==> run_1/drive_strength.png <==
The bar under the picture is 100 um long.
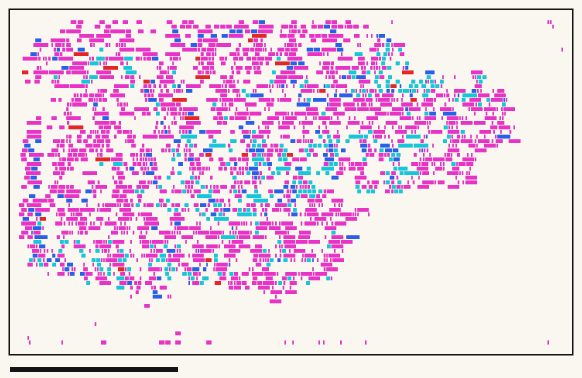
==> run_1/clock_map.png <==
The bar under the picture is 100 um long.
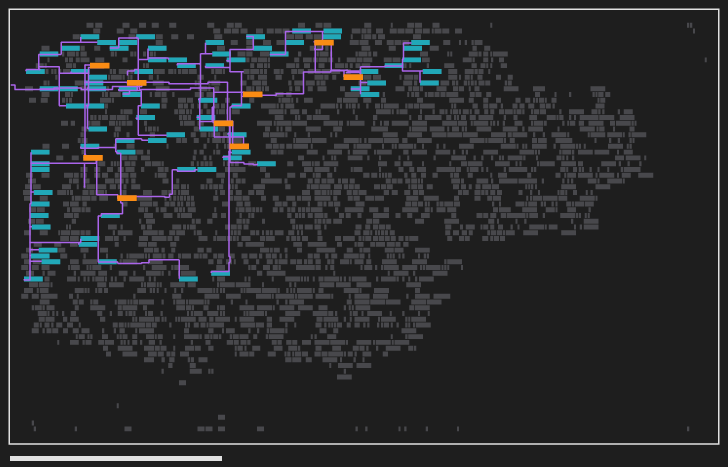
==> run_1/met4.png <==
Supply wires on this layer in grey.
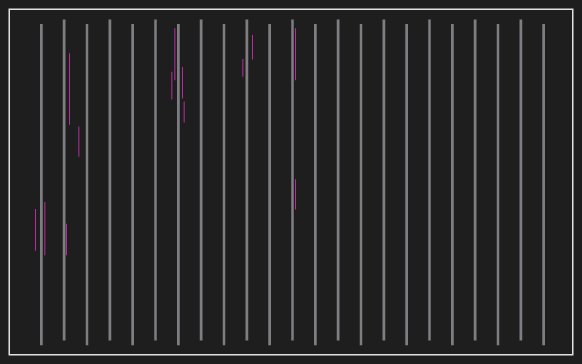
### src/rtl/collision_engine.sv
// collision_engine: per-frame collision judge for the STG core.
// Each frame it tests the player against the boss hitbox, then scans every
// bullet slot in the bullet RAM, one slot per cycle. It reports the first hit,
// keeps a lifetime hit count and applies invulnerability frames after a hit.
// Optional feature macro: COLLISION_GRAZE_EN adds a wrapping graze counter.
module collision_engine #(
  parameter int W        = 10,
  parameter int N_BUL    = 32,
  parameter int IDX_W    = 5,
  parameter int HIT_R2   = 60,
  parameter int BOX_XL   = 11,
  parameter int BOX_XR   = 12,
  parameter int BOX_YT   = 19,
  parameter int BOX_YB   = 20,
  parameter int IFRAMES  = 60,
  parameter int GRAZE_R2 = 400
) (
  input  logic             i_clk,
  input  logic             i_rst_n,
  input  logic             i_start,
  input  logic [W-1:0]     i_player_x,
  input  logic [W-1:0]     i_player_y,
  input  logic [W-1:0]     i_boss_x,
  input  logic [W-1:0]     i_boss_y,
  output logic [IDX_W-1:0] o_bul_idx,
  input  logic [W-1:0]     i_bul_x,
  input  logic [W-1:0]     i_bul_y,
  input  logic             i_bul_valid,
  output logic             o_busy,
  output logic             o_done,
  output logic             o_collision,
  output logic [IDX_W:0]   o_hit_idx,
  output logic [7:0]       o_hit_count,
  output logic             o_invuln,
  output logic [15:0]      o_graze_cnt
);

  localparam int BW    = W + 2;
  localparam int D2W   = 2 * W + 3;
  localparam int INV_W = (IFRAMES < 1) ? 1 : $clog2(IFRAMES + 1);

  localparam logic signed [BW-1:0] C_XL = BW'(BOX_XL);
  localparam logic signed [BW-1:0] C_XR = BW'(BOX_XR);
  localparam logic signed [BW-1:0] C_YT = BW'(BOX_YT);
  localparam logic signed [BW-1:0] C_YB = BW'(BOX_YB);
  localparam logic [D2W-1:0]       C_R2 = D2W'(HIT_R2);
  localparam logic [IDX_W:0]       C_N  = (IDX_W + 1)'(N_BUL);
  localparam logic [INV_W-1:0]     C_IF = INV_W'(IFRAMES);

  typedef enum logic [1:0] {IDLE, BOX, SCAN, DONE} state_t;

  state_t           r_state;
  logic [W-1:0]     r_px, r_py, r_bx, r_by;
  logic [IDX_W:0]   r_k;
  logic             r_found;
  logic [IDX_W:0]   r_first;
  logic             r_shield;
  logic [INV_W-1:0] r_inv;
  logic             r_busy, r_done, r_collision;
  logic [IDX_W:0]   r_hit_idx;
  logic [7:0]       r_hit_count;

  logic signed [BW-1:0]  w_px_s, w_py_s, w_bx_s, w_by_s;
  logic                  w_box_hit;
  logic signed [W:0]     w_dx, w_dy;
  logic signed [2*W+1:0] w_dx2, w_dy2;
  logic [D2W-1:0]        w_d2;
  logic                  w_eval;
  logic                  w_slot_hit;
  logic [IDX_W-1:0]      w_slot;

  // Boss box test in widened signed arithmetic so edges near 0 never wrap.
  always_comb begin
    w_px_s    = $signed({2'b00, r_px});
    w_py_s    = $signed({2'b00, r_py});
    w_bx_s    = $signed({2'b00, r_bx});
    w_by_s    = $signed({2'b00, r_by});
    w_box_hit = (w_px_s >= w_bx_s - C_XL) && (w_px_s < w_bx_s + C_XR) &&
                (w_py_s >= w_by_s - C_YT) && (w_py_s < w_by_s + C_YB);
  end

  // Circle test on the slot returned by the RAM for the previous address.
  always_comb begin
    w_dx       = $signed({1'b0, r_px}) - $signed({1'b0, i_bul_x});
    w_dy       = $signed({1'b0, r_py}) - $signed({1'b0, i_bul_y});
    w_dx2      = w_dx * w_dx;
    w_dy2      = w_dy * w_dy;
    w_d2       = {1'b0, w_dx2} + {1'b0, w_dy2};
    w_eval     = (r_state == SCAN) && (r_k != '0) && i_bul_valid;
    w_slot_hit = w_eval && (w_d2 < C_R2);
    w_slot     = r_k[IDX_W-1:0] - IDX_W'(1);
  end

  // Frame sequencer: latch positions, box test, slot scan, then report.
  always_ff @(posedge i_clk or negedge i_rst_n) begin
    if (!i_rst_n) begin
      r_state     <= IDLE;
      r_px        <= '0;
      r_py        <= '0;
      r_bx        <= '0;
      r_by        <= '0;
      r_k         <= '0;
      r_found     <= 1'b0;
      r_first     <= '0;
      r_shield    <= 1'b0;
      r_inv       <= '0;
      r_busy      <= 1'b0;
      r_done      <= 1'b0;
      r_collision <= 1'b0;
      r_hit_idx   <= '0;
      r_hit_count <= '0;
    end else begin
      case (r_state)
        IDLE: begin
          r_done      <= 1'b0;
          r_collision <= 1'b0;
          if (i_start) begin
            r_px     <= i_player_x;
            r_py     <= i_player_y;
            r_bx     <= i_boss_x;
            r_by     <= i_boss_y;
            r_k      <= '0;
            r_found  <= 1'b0;
            r_first  <= '0;
            r_busy   <= 1'b1;
            r_shield <= (r_inv != '0);
            if (r_inv != '0) r_inv <= r_inv - 1'b1;
            r_state  <= BOX;
          end
        end
        BOX: begin
          if (w_box_hit) begin
            r_found <= 1'b1;
            r_first <= {1'b1, {IDX_W{1'b0}}};
          end
          r_state <= SCAN;
        end
        SCAN: begin
          if (w_slot_hit && !r_found) begin
            r_found <= 1'b1;
            r_first <= {1'b0, w_slot};
          end
          if (r_k == C_N) begin
            r_k     <= '0;
            r_done  <= 1'b1;
            r_state <= DONE;
            if ((r_found || w_slot_hit) && !r_shield) begin
              r_collision <= 1'b1;
              r_hit_idx   <= r_found ? r_first : {1'b0, w_slot};
              if (r_hit_count != 8'hFF) r_hit_count <= r_hit_count + 8'd1;
              r_inv       <= C_IF;
            end
          end else begin
            r_k <= r_k + 1'b1;
          end
        end
        DONE: begin
          r_done      <= 1'b0;
          r_collision <= 1'b0;
          r_busy      <= 1'b0;
          r_shield    <= 1'b0;
          r_state     <= IDLE;
        end
        default: r_state <= IDLE;
      endcase
    end
  end

`ifdef COLLISION_GRAZE_EN
  localparam logic [D2W-1:0] C_GR2 = D2W'(GRAZE_R2);
  logic [15:0] r_graze_cnt;
  logic        w_graze;

  // A live slot inside the graze ring but outside the hit radius grazes.
  always_comb begin
    w_graze = w_eval && (w_d2 >= C_R2) && (w_d2 < C_GR2);
  end

  // Wrapping graze counter, independent of invulnerability.
  always_ff @(posedge i_clk or negedge i_rst_n) begin
    if (!i_rst_n) r_graze_cnt <= '0;
    else if (w_graze) r_graze_cnt <= r_graze_cnt + 16'd1;
  end

  assign o_graze_cnt = r_graze_cnt;
`else
  assign o_graze_cnt = 16'd0;
`endif

  assign o_bul_idx   = r_k[IDX_W-1:0];
  assign o_busy      = r_busy;
  assign o_done      = r_done;
  assign o_collision = r_collision;
  assign o_hit_idx   = r_hit_idx;
  assign o_hit_count = r_hit_count;
  assign o_invuln    = (r_inv != '0) || (r_busy && r_shield);

endmodule

### config.mk
export PLATFORM = sky130hd
export DESIGN_NAME = collision_engine
export DESIGN_NICKNAME = d
export VERILOG_FILES = /design/src/rtl/collision_engine.sv
export SDC_FILE = /design/constraint.sdc
export NUM_CORES = 1
export LEC_CHECK = 0
export CAP_MARGIN = 10
export CORE_ASPECT_RATIO = 0.6
export CORE_MARGIN = 5
export CORE_UTILIZATION = 25
export CTS_BUF_LIST = sky130_fd_sc_hd__clkbuf_16
export CTS_CLUSTER_DIAMETER = 60
export DETAILED_ROUTE_END_ITERATION = 8
export PLACE_DENSITY_LB_ADDON = 0.25
export REMOVE_ABC_BUFFERS = 1
export SLEW_MARGIN = 20
export SYNTH_ARGS = -nofsm -noshare
export SYNTH_HDL_FRONTEND = slang
export SYNTH_SLANG_ARGS = --single-unit
### constraint.sdc
create_clock -name i_clk -period 11.6 [get_ports i_clk]
set_input_delay 2.32 -clock i_clk [delete_from_list [all_inputs] [get_ports i_clk]]
set_output_delay 2.32 -clock i_clk [all_outputs]
set_load 0.02 [all_outputs]
==> out/metrics.csv, run 1 <==
stage;metric;value;unit
timing;Fin Clk Skew;19.1;ps
synth;post-synthesis cell count from yosys;1794;
global_route;overflow left after global routing;0;
worst_setup_path;instance count on the critical path;41;
synth;count leader, synth;inv_1;
final_layout;Area growth syn-to-layout;28.2;%
final_layout;Inverters excl. clock;425;
worst_setup_path;worst path bufs/invs;10;
detailed_routing;post-DR wirelength/cell;14.5;um
detailed_routing;number of design-rule violations left by the first detailed-router iteration;781;
timing;Sum Neg Setup Slack;0;ps
synth;cells taking the most area after synthesis;fa_1 (27%), ha_1 (15%), dfrtp_1 (13%), inv_1 (10%), xnor2_1 (4.1%);
detailed_routing;total met3 wirelength after detailed routing;1760;um
floorplan;Site Rows;71;
hold_path;path class of the lowest-slack min-delay path;register to register;
placement;Routability Congestion;0.903;
synth;XOR-XNOR Cells, Area Fraction;5.90;%
placement;half-perimeter wire length after placement;36500;um
clock_tree;buffer levels on the longest clock path;2;
synth;AND-OR/OR-AND share of the synthesized area;10.9;%
global_route;M2 GR Usage;17.1;%
final_layout;Seq Cell Count;79;
final_layout;sequential portion of the cell area;9.80;%
floorplan;die extent in x;334;um
worst_setup_path;capturing element type of the critical path;register;
final_layout;tally of filler cells in the layout;6513;
synth;dominant synthesized flop cell;dfrtp_1;
final_layout;number of clock buffers in the layout;9;
status;outcome;finished, final reports clean;
clock_tree;cts hold-fix bufs;0;
placement;number of buffer cells added on primary ports;86;
timing;Slew Limit Headroom;27.3;%
synth;MUX share of area;4.12;%
synth;mean instance size in the synthesized netlist;8.78;um^2
clock_tree;insertion delay to the later sink of the worst-skew pair;360;ps
detailed_routing;detailed-route DRC error count;0;
detailed_routing;highest routed metal layer;met4;
worst_setup_path;cell occurring most often along the worst timing path;inv_2;
synth;Adder-Cell Fraction of Synth Area;41.8;%
worst_setup_path;Max Fanout on Critical Path;6;
hold_path;worst hold path startpoint;o_hit_idx[3];
worst_setup_path;source of the worst register-to-register timing path;r_px[1];
timing;minimum period implied by the final worst setup slack;11300;ps
worst_setup_path;cell family contributing the most delay on the critical path;adder cells;
global_route;initial antenna violation count;0;
synth;portion of synthesized cell area occupied by the leading cell type;26.6;%
placement;cell area reported after detailed placement;0.0190;mm^2
synth;number of warnings issued by yosys;0;
flow_run;total number of warnings across the stage logs;47;
clock_tree;CTS tree;yes;
synth;cell type with the largest total area;fa_1;
final_layout;multi-input gate area in the final layout;0.0125;mm^2
timing;final hold slack;487;ps
global_route;wire length of the first global-routing pass;68500;um
global_route;met3 Usage GRT;1.83;%
detailed_routing;length of routed met2 wiring;17200;um
floorplan;area of the placeable core;0.0625;mm^2
final_layout;commonest non-fill, non-tap cell in the layout;inv_1;
timing;Max Freq;0.0885;GHz
clock_tree;clock sink total;79;
timing;number of max-slew violations in the final report;0;
global_route;largest net degree at the start of global routing;80;
floorplan;die area;0.0683;mm^2
timing;fin crit share;97.4;%
placement;setup slack at placement;-861;ps
final_layout;data-path buffer share of cell area in the final layout;13.6;%
detailed_routing;number of vias in the routed layout;12700;
global_route;number of global-route vias before repair;12600;
worst_setup_path;Critical Path End;r_first[3];
final_layout;final non-filler cell total;2932;
worst_setup_path;Max stage delay cell, worst path;fa_2;
worst_setup_path;startpoint class of the critical path;input port;
final_layout;multi-input combinational gate total;1244;
final_layout;net count of the finished layout;2553;
synth;fraction of registers with async set or reset after synthesis;100;%
final_layout;Top class by area;combinational gates;
floorplan;Core Util at FP;25.2;%
clock_tree;clock-pin slew reported for the worst setup and hold paths after clock tree synthesis;70;ps
synth;flip-flop and latch count after synthesis;79;
final_layout;combined flip-flop and latch cell area;0.00198;mm^2
About drive_strength.png:
| colour | size | cells | most used |
|---|---|---|---|
| cyan | drive 3 to 4 | 276 | buf_4 |
| red | drive 6 and up | 24 | buf_6 |
| magenta | drive 1 or less | 1631 | inv_1 |
| blue | drive 2 | 162 | mux2_2 |
Finished Cell Area: 0.0202 mm^2
Final WS setup: 300 ps

About clock_map.png:
[orange] cells driving clock nets | count: 9
[purple] clock wires | length: 1500 um
[cyan] flip-flops | count: 79
routed clock nets: 10

About met4.png:
share of all routed wire: 0.67%
nets with wire on the layer: 9

==> run_1/final_clocks.png <==
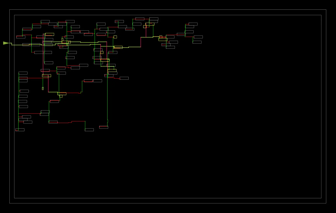

==> inputs of run 2 (changes only) <==
Settings changed: DONT_BUFFER_PORTS set to 1.
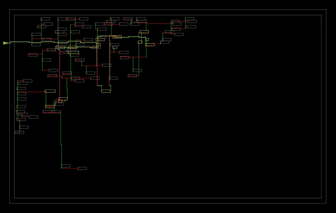
(run_2/final_clocks.png)
Fin Clk Skew: 9.15 ps
clock sink total: 79
insertion delay to the later sink of the worst-skew pair: 360 ps

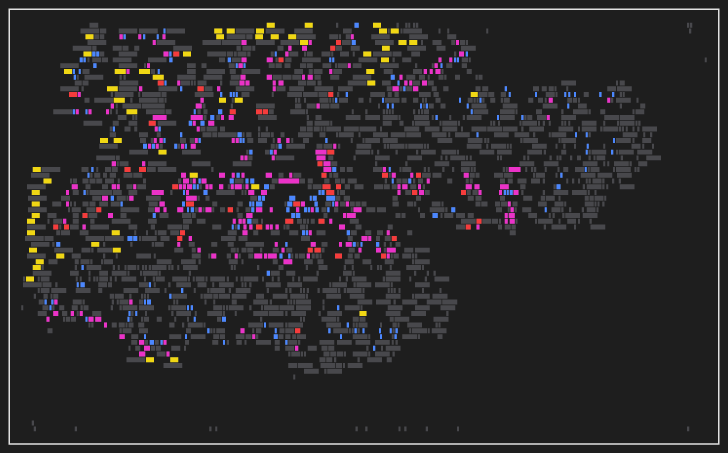
(run_2/gate_families.png)
| colour | family | cells |
|---|---|---|
| yellow | multiplexers | 56 |
| blue | NAND gates | 200 |
| red | AND-OR and OR-AND gates | 45 |
| magenta | inverting AOI/OAI gates | 213 |
multi-input gate share of the layout cell area: 67.3%
final non-filler cell total: 2726
commonest non-fill, non-tap cell in the layout: inv_1

==> out/metrics.csv, run 2 <==
stage;metric;value;unit
worst_setup_path;Critical Path End;r_first[4];
placement;number of buffer cells added on primary ports;0;
detailed_routing;total met3 wirelength after detailed routing;2070;um
final_layout;sequential portion of the cell area;11.0;%
worst_setup_path;cell occurring most often along the worst timing path;inv_1;
global_route;largest net degree at the start of global routing;80;
hold_path;path class of the lowest-slack min-delay path;register to register;
final_layout;Inverters excl. clock;425;
final_layout;combined flip-flop and latch cell area;0.00198;mm^2
global_route;overflow left after global routing;0;
placement;setup slack at placement;-402;ps
synth;cells taking the most area after synthesis;fa_1 (27%), ha_1 (15%), dfrtp_1 (13%), inv_1 (10%), xnor2_1 (4.1%);
final_layout;data-path buffer share of cell area in the final layout;4.98;%
worst_setup_path;source of the worst register-to-register timing path;r_px[1];
timing;Final WS setup;385;ps
floorplan;area of the placeable core;0.0625;mm^2
timing;number of max-slew violations in the final report;0;
worst_setup_path;capturing element type of the critical path;register;
final_layout;multi-input combinational gate total;1244;
timing;Max Freq;0.0892;GHz
final_layout;Top class by area;combinational gates;
clock_tree;cts hold-fix bufs;0;
global_route;number of global-route vias before repair;12100;
worst_setup_path;cell family contributing the most delay on the critical path;adder cells;
timing;Slew Limit Headroom;27.1;%
detailed_routing;number of vias in the routed layout;11800;
placement;half-perimeter wire length after placement;35100;um
synth;count leader, synth;inv_1;
worst_setup_path;instance count on the critical path;43;
synth;XOR-XNOR Cells, Area Fraction;5.90;%
synth;Adder-Cell Fraction of Synth Area;41.8;%
status;outcome;finished, final reports clean;
global_route;wire length of the first global-routing pass;66200;um
detailed_routing;detailed-route DRC error count;0;
final_layout;Finished Cell Area;0.0179;mm^2
placement;cell area reported after detailed placement;0.0174;mm^2
clock_tree;buffer levels on the longest clock path;2;
final_layout;number of clock buffers in the layout;9;
detailed_routing;number of design-rule violations left by the first detailed-router iteration;621;
timing;Sum Neg Setup Slack;0;ps
synth;dominant synthesized flop cell;dfrtp_1;
synth;flip-flop and latch count after synthesis;79;
